**config.mk**
```make
export PLATFORM = sky130hd
export DESIGN_NAME = mux_n_reg
export DESIGN_NICKNAME = d
export VERILOG_FILES = /design/src/rtl/mux_n_reg_pkg.sv /design/src/rtl/mux_n_reg.sv
export SDC_FILE = /design/constraint.sdc
export NUM_CORES = 1
export LEC_CHECK = 0
export CELL_PAD_IN_SITES_DETAIL_PLACEMENT = 0
export CELL_PAD_IN_SITES_GLOBAL_PLACEMENT = 1
export CORE_ASPECT_RATIO = 1.1
export CORE_MARGIN = 2
export CORE_UTILIZATION = 22
export CTS_CLUSTER_DIAMETER = 120
export CTS_CLUSTER_SIZE = 24
export DETAILED_ROUTE_END_ITERATION = 10
export PLACE_DENSITY_LB_ADDON = 0.1
export SETUP_SLACK_MARGIN = 0.02
export SLEW_MARGIN = 20
export SYNTH_ARGS = -nofsm -noshare
export SYNTH_HDL_FRONTEND = slang
export SYNTH_SLANG_ARGS = --single-unit
export TNS_END_PERCENT = 1
```
**constraint.sdc**
```tcl
create_clock -name clk -period 1.7 [get_ports clk]
set_input_delay 0.255 -clock clk [delete_from_list [all_inputs] [get_ports clk]]
set_output_delay 0.255 -clock clk [all_outputs]
set_load 0.05 [all_outputs]
```
**src/rtl/mux_n_reg_pkg.sv**
```systemverilog
// Shared encodings for the registered N:1 operand-select stage.
package mux_n_reg_pkg;

   localparam logic MODE_DIRECT = 1'b0;
   localparam logic MODE_SCAN   = 1'b1;

   typedef enum logic {
      ST_IDLE = 1'b0,
      ST_SCAN = 1'b1
   } state_t;

endpackage

```
**src/rtl/mux_n_reg.sv**
```systemverilog
// Registered N:1 operand select with load enable, out-of-range detection
// and a scan mode that streams every channel out on consecutive cycles.
module mux_n_reg
   import mux_n_reg_pkg::*;
#(
   parameter int word_size  = 32,
   parameter int num_inputs = 4,
   parameter int sel_width  = 2
) (
   input  logic                            clk,
   input  logic                            reset,
   input  logic [num_inputs*word_size-1:0] in,
   input  logic [sel_width-1:0]            sel,
   input  logic                            mode,
   input  logic                            load,
   output logic [word_size-1:0]            out,
   output logic                            out_valid,
   output logic                            sel_err,
   output logic                            busy,
   output logic [sel_width-1:0]            scan_idx,
   output logic                            scan_done
);

   localparam int base_width = $clog2(num_inputs * word_size);
   localparam logic [sel_width-1:0] last_idx = sel_width'(num_inputs - 1);

   state_t                 state_r;
   logic [sel_width-1:0]   cnt_r;
   logic                   sel_ok_s;
   logic [sel_width-1:0]   rd_idx_s;
   logic [base_width-1:0]  base_s;
   logic [word_size-1:0]   word_s;

   // Read index: scan counter while scanning, else channel 0 for a scan
   // start or a bad select, else the direct select (keeps the part-select in range).
   always_comb begin
      sel_ok_s = (32'(sel) < 32'(num_inputs));
      if (state_r == ST_SCAN) begin
         rd_idx_s = cnt_r;
      end else if ((mode == MODE_SCAN) || !sel_ok_s) begin
         rd_idx_s = {sel_width{1'b0}};
      end else begin
         rd_idx_s = sel;
      end
      base_s = base_width'(32'(rd_idx_s) * 32'(word_size));
      word_s = in[base_s +: word_size];
   end

   // Control FSM and all registered outputs.
   always_ff @(posedge clk) begin
      if (reset) begin
         state_r   <= ST_IDLE;
         cnt_r     <= {sel_width{1'b0}};
         out       <= {word_size{1'b0}};
         out_valid <= 1'b0;
         sel_err   <= 1'b0;
         busy      <= 1'b0;
         scan_idx  <= {sel_width{1'b0}};
         scan_done <= 1'b0;
      end else begin
         out_valid <= 1'b0;
         scan_done <= 1'b0;
         case (state_r)
            ST_IDLE: begin
               if (load) begin
                  out_valid <= 1'b1;
                  if (mode == MODE_SCAN) begin
                     out      <= word_s;
                     scan_idx <= {sel_width{1'b0}};
                     sel_err  <= 1'b0;
                     cnt_r    <= sel_width'(1);
                     busy     <= 1'b1;
                     state_r  <= ST_SCAN;
                  end else begin
                     out      <= sel_ok_s ? word_s : {word_size{1'b0}};
                     sel_err  <= !sel_ok_s;
                     scan_idx <= rd_idx_s;
                  end
               end
            end
            ST_SCAN: begin
               out       <= word_s;
               scan_idx  <= cnt_r;
               out_valid <= 1'b1;
               // Counter stops at the last channel, so it never wraps.
               if (cnt_r == last_idx) begin
                  scan_done <= 1'b1;
                  busy      <= 1'b0;
                  cnt_r     <= {sel_width{1'b0}};
                  state_r   <= ST_IDLE;
               end else begin
                  cnt_r <= cnt_r + sel_width'(1);
               end
            end
            default: begin
               busy    <= 1'b0;
               cnt_r   <= {sel_width{1'b0}};
               state_r <= ST_IDLE;
            end
         endcase
      end
   end

endmodule

```
Fig. 1: routing congestion map
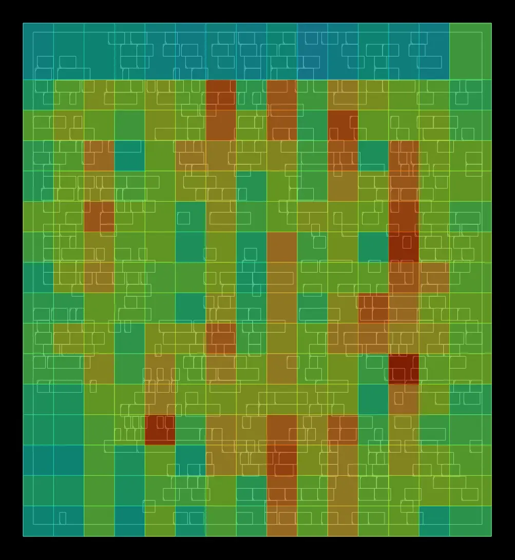
busiest grt layer: met2
met3 usage: 0.04241
wire length per cell: 16.78 um

Fig. 2: cells by drive strength
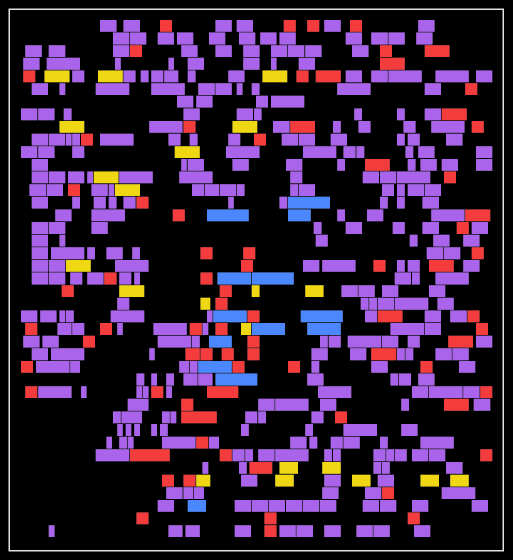
colour	size	cells	share
red	x3 and x4	76	17%
purple	x1 and smaller	338	75%
blue	x6 and larger	13	2.9%
yellow	x2	21	4.7%

Fig. 3: M1 wires
Cells faint in the background.
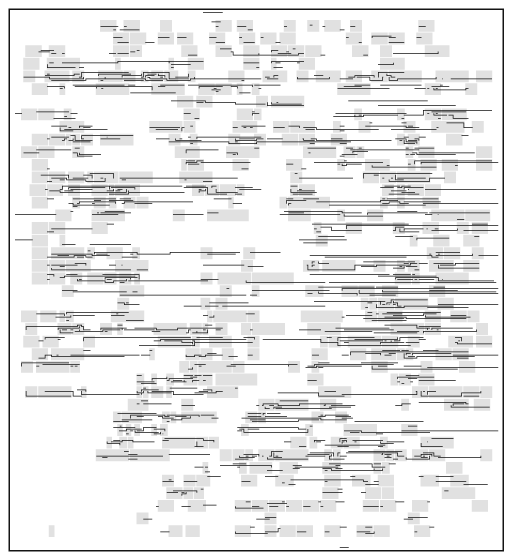
longest straight run	35.9 um
main direction	horizontal
share of all routed wire	41%
nets with wire on the layer	475

==> impl_metrics.toml <==
# generated from flow reports
[drt]
drtIter0Drc = 100
highest_layer = "met4"
wl_met1_mm = 4.164
num_vias = 2823
dr_wl_met3_um = 744
dr_wl_met2_mm = 5.058
viasPerCell = 4.721
drc = 0

[synthesis]
yosys.area.top_type = "dfxtp_1"
async_flop_share = 0
yosys_area_um2 = 2522
edf_count = 0
syn_inst = 273
yosys-stat-cells = 273
syn_nets = 409
ys_types = 34
numSynthFlops = 40
synth_area_um2 = 2522
top_cell_area_share = 0.3175
ff_type = "dfxtp_1"
synthTopCellsByArea = "dfxtp_1, a221o_1, mux2_4"
synth-warning-count = 0
most_common_cell = "dfxtp_1"
yosys-top-cells-count = "dfxtp_1, nand2_1, nand3_1"
synth_area_per_cell_um2 = 9.240

[worst_setup_path]
end_kind = "register"
worstPathArrival_ns = 1.80
crit_end = "out[7]$_SDFFE_PP0P_"
reg2reg_slack_ns = 0.07
cp-startpoint = "state_r$_SDFF_PP0_"
crit_fanout = 15
critPathKind = "reg2reg"
critPathRequiredTime_ns = 1.87
worstSetupStartpointType = "register"
max_stage_delay_ns = 0.37
path_buffers = 1
reg2reg_from = "state_r$_SDFF_PP0_"
crit_path_cell_trace = "nor3b_4 > nor2_8 > buf_12 > mux2_4 > a221o_1"
crit_cells = 5
timing.rr.end = "out[7]$_SDFFE_PP0P_"

[grt]
grt_pass1_wl_mm = 15.49
grt_max_degree = 26
antenna_found_initial = 0
grt_pass1_vias = 2965
grt_overflow = 0

[power]
p_leak_uw = 0.001940
p_total_uw = 3448
powerDensity_nw_per_um2 = 750.2
p_seq_frac = 0.315
swShare = 0.3300
p_clk_frac = 0.291
peakVddDrop_mv = 0.3866
pwr-share-comb = 0.394
p_sw_uw = 1138

[cells_and_area]
comb_area_um2 = 1585
drive_gt1_frac = 0.2455
largest_cell_class = "buffers"
comb_share = 0.3449
final-seq-area_um2 = 804.5
comb_cells = 202
signal_buffers = 197
syn_to_final_growth_pct = 82.19
final_nets = 584
clk_share = 0.03322
sh_seq_area = 0.1751
fill_cells = 1138
num_antenna_cells = 0
inverters = 2

[worst_hold_path]
min_path_cells = 3
hold_path_startpoint = "reset"
hold_end = "state_r$_SDFF_PP0_"

[clocking]
cts.sinks = 40
ctsHoldBuffers = 0
htree_num_levels = 2
post-cts-setup-buffer-count = 0
root_buffer = "clkbuf_16"
clkTransAtPathRegs_ns = 0.06
cts.path.max_buffers = 2
tritoncts = "yes"

[placement]
hpwl_mm = 7.310
place_area_um2 = 4412
portBuffers = 170

[sta]
tightest_slew_ns = 0.5021
slew_headroom = 0.6645
hold_viol_final = 0
drv_slew = 0
max_clock_freq_mhz = 612.0
fin_crit_ns = 1.634
fin_crit_sh = 0.9612
skew_ns = 0.003440
rsz0062_at_grt = "yes"

[floorplan]
pin_count = 172
die_x_um = 106.1
initial_utilization = 0.2225
die_y_um = 116.3
core_um2 = 11340
dieArea_um2 = 12340
tapCellCount = 150
num_rows = 41

[flow_run]
drv_cap = 0
tool_warnings = 28

[status]
status = "finished, final reports clean"
-- cells in the final DEF (no fill, tap or decap), drive strengths merged, types with 19 or more instances in the layout --
cell type      netlist  routed
mux2                19      19
buf                 17      65
nand3               20      20
a211oi              19      19
nand2               20      20
dfxtp               40      40
a221o               19      19
clkdlybuf4s50        0     130
o21ai               21      21
a21oi               19      19
-- cells by family after synthesis --
group                    count (synthesis)  synth area share
buffers and inverters                   31           0.06696
multiplexers                            32            0.1543
adder cells (fa/ha/maj)                  2          0.009919
AND/OR/NAND/NOR                         62            0.1290
other                                    1          0.001487
flip-flops                              40            0.3175
AND-OR/OR-AND                          105            0.3209
-- power groups by stage --
| stage | clock network, uW | registers (uW) | logic, uW |
|---|---|---|---|
| 2_1_floorplan | 0 | 1400 | 448 |
| 3_3_place_gp | 0 | 1100 | 1350 |
| 3_5_place_dp | 0 | 1100 | 1360 |
| 4_1_cts | 1040 | 1090 | 1360 |
| 5_1_grt | 1070 | 1100 | 1450 |
| 6_report | 1000 | 1090 | 1360 |
-- through the flow --
stage	worst slack, ns	instances	TNS (ns)	hold WS [ns]
6_report	0.06602	598	0	0.4485
5_1_grt	-0.01135	598	-0.03741	0.4674
2_1_floorplan	0.02244	273	0	0.4047
4_1_cts	0.02745	598	0	0.4564
3_5_place_dp	-0.4714	591	-12.02	0.4780
3_3_place_gp	-0.4627	591	-11.64	0.4711
-- routing by layer --
layer	vias up	track usage
li1	1389	-
met1	1321	0.1875
met2	107	0.2976
met3	6	0.04241
met4	0	0.02807
met5	-	0
-- timing repair --
action	4_1_cts	5_1_grt
endpoints found under the setup margin	25	17
gates resized	8	3
cloned	0	0
pin swaps	1	1
-- flip-flops by register name, summed over array words and instances, names as in the netlist --
signal,cells
busy,1
cnt_r,2
out,32
out_valid,1
scan_done,1
scan_idx,2
state_r,1
Power and IR drop assume default switching activity.
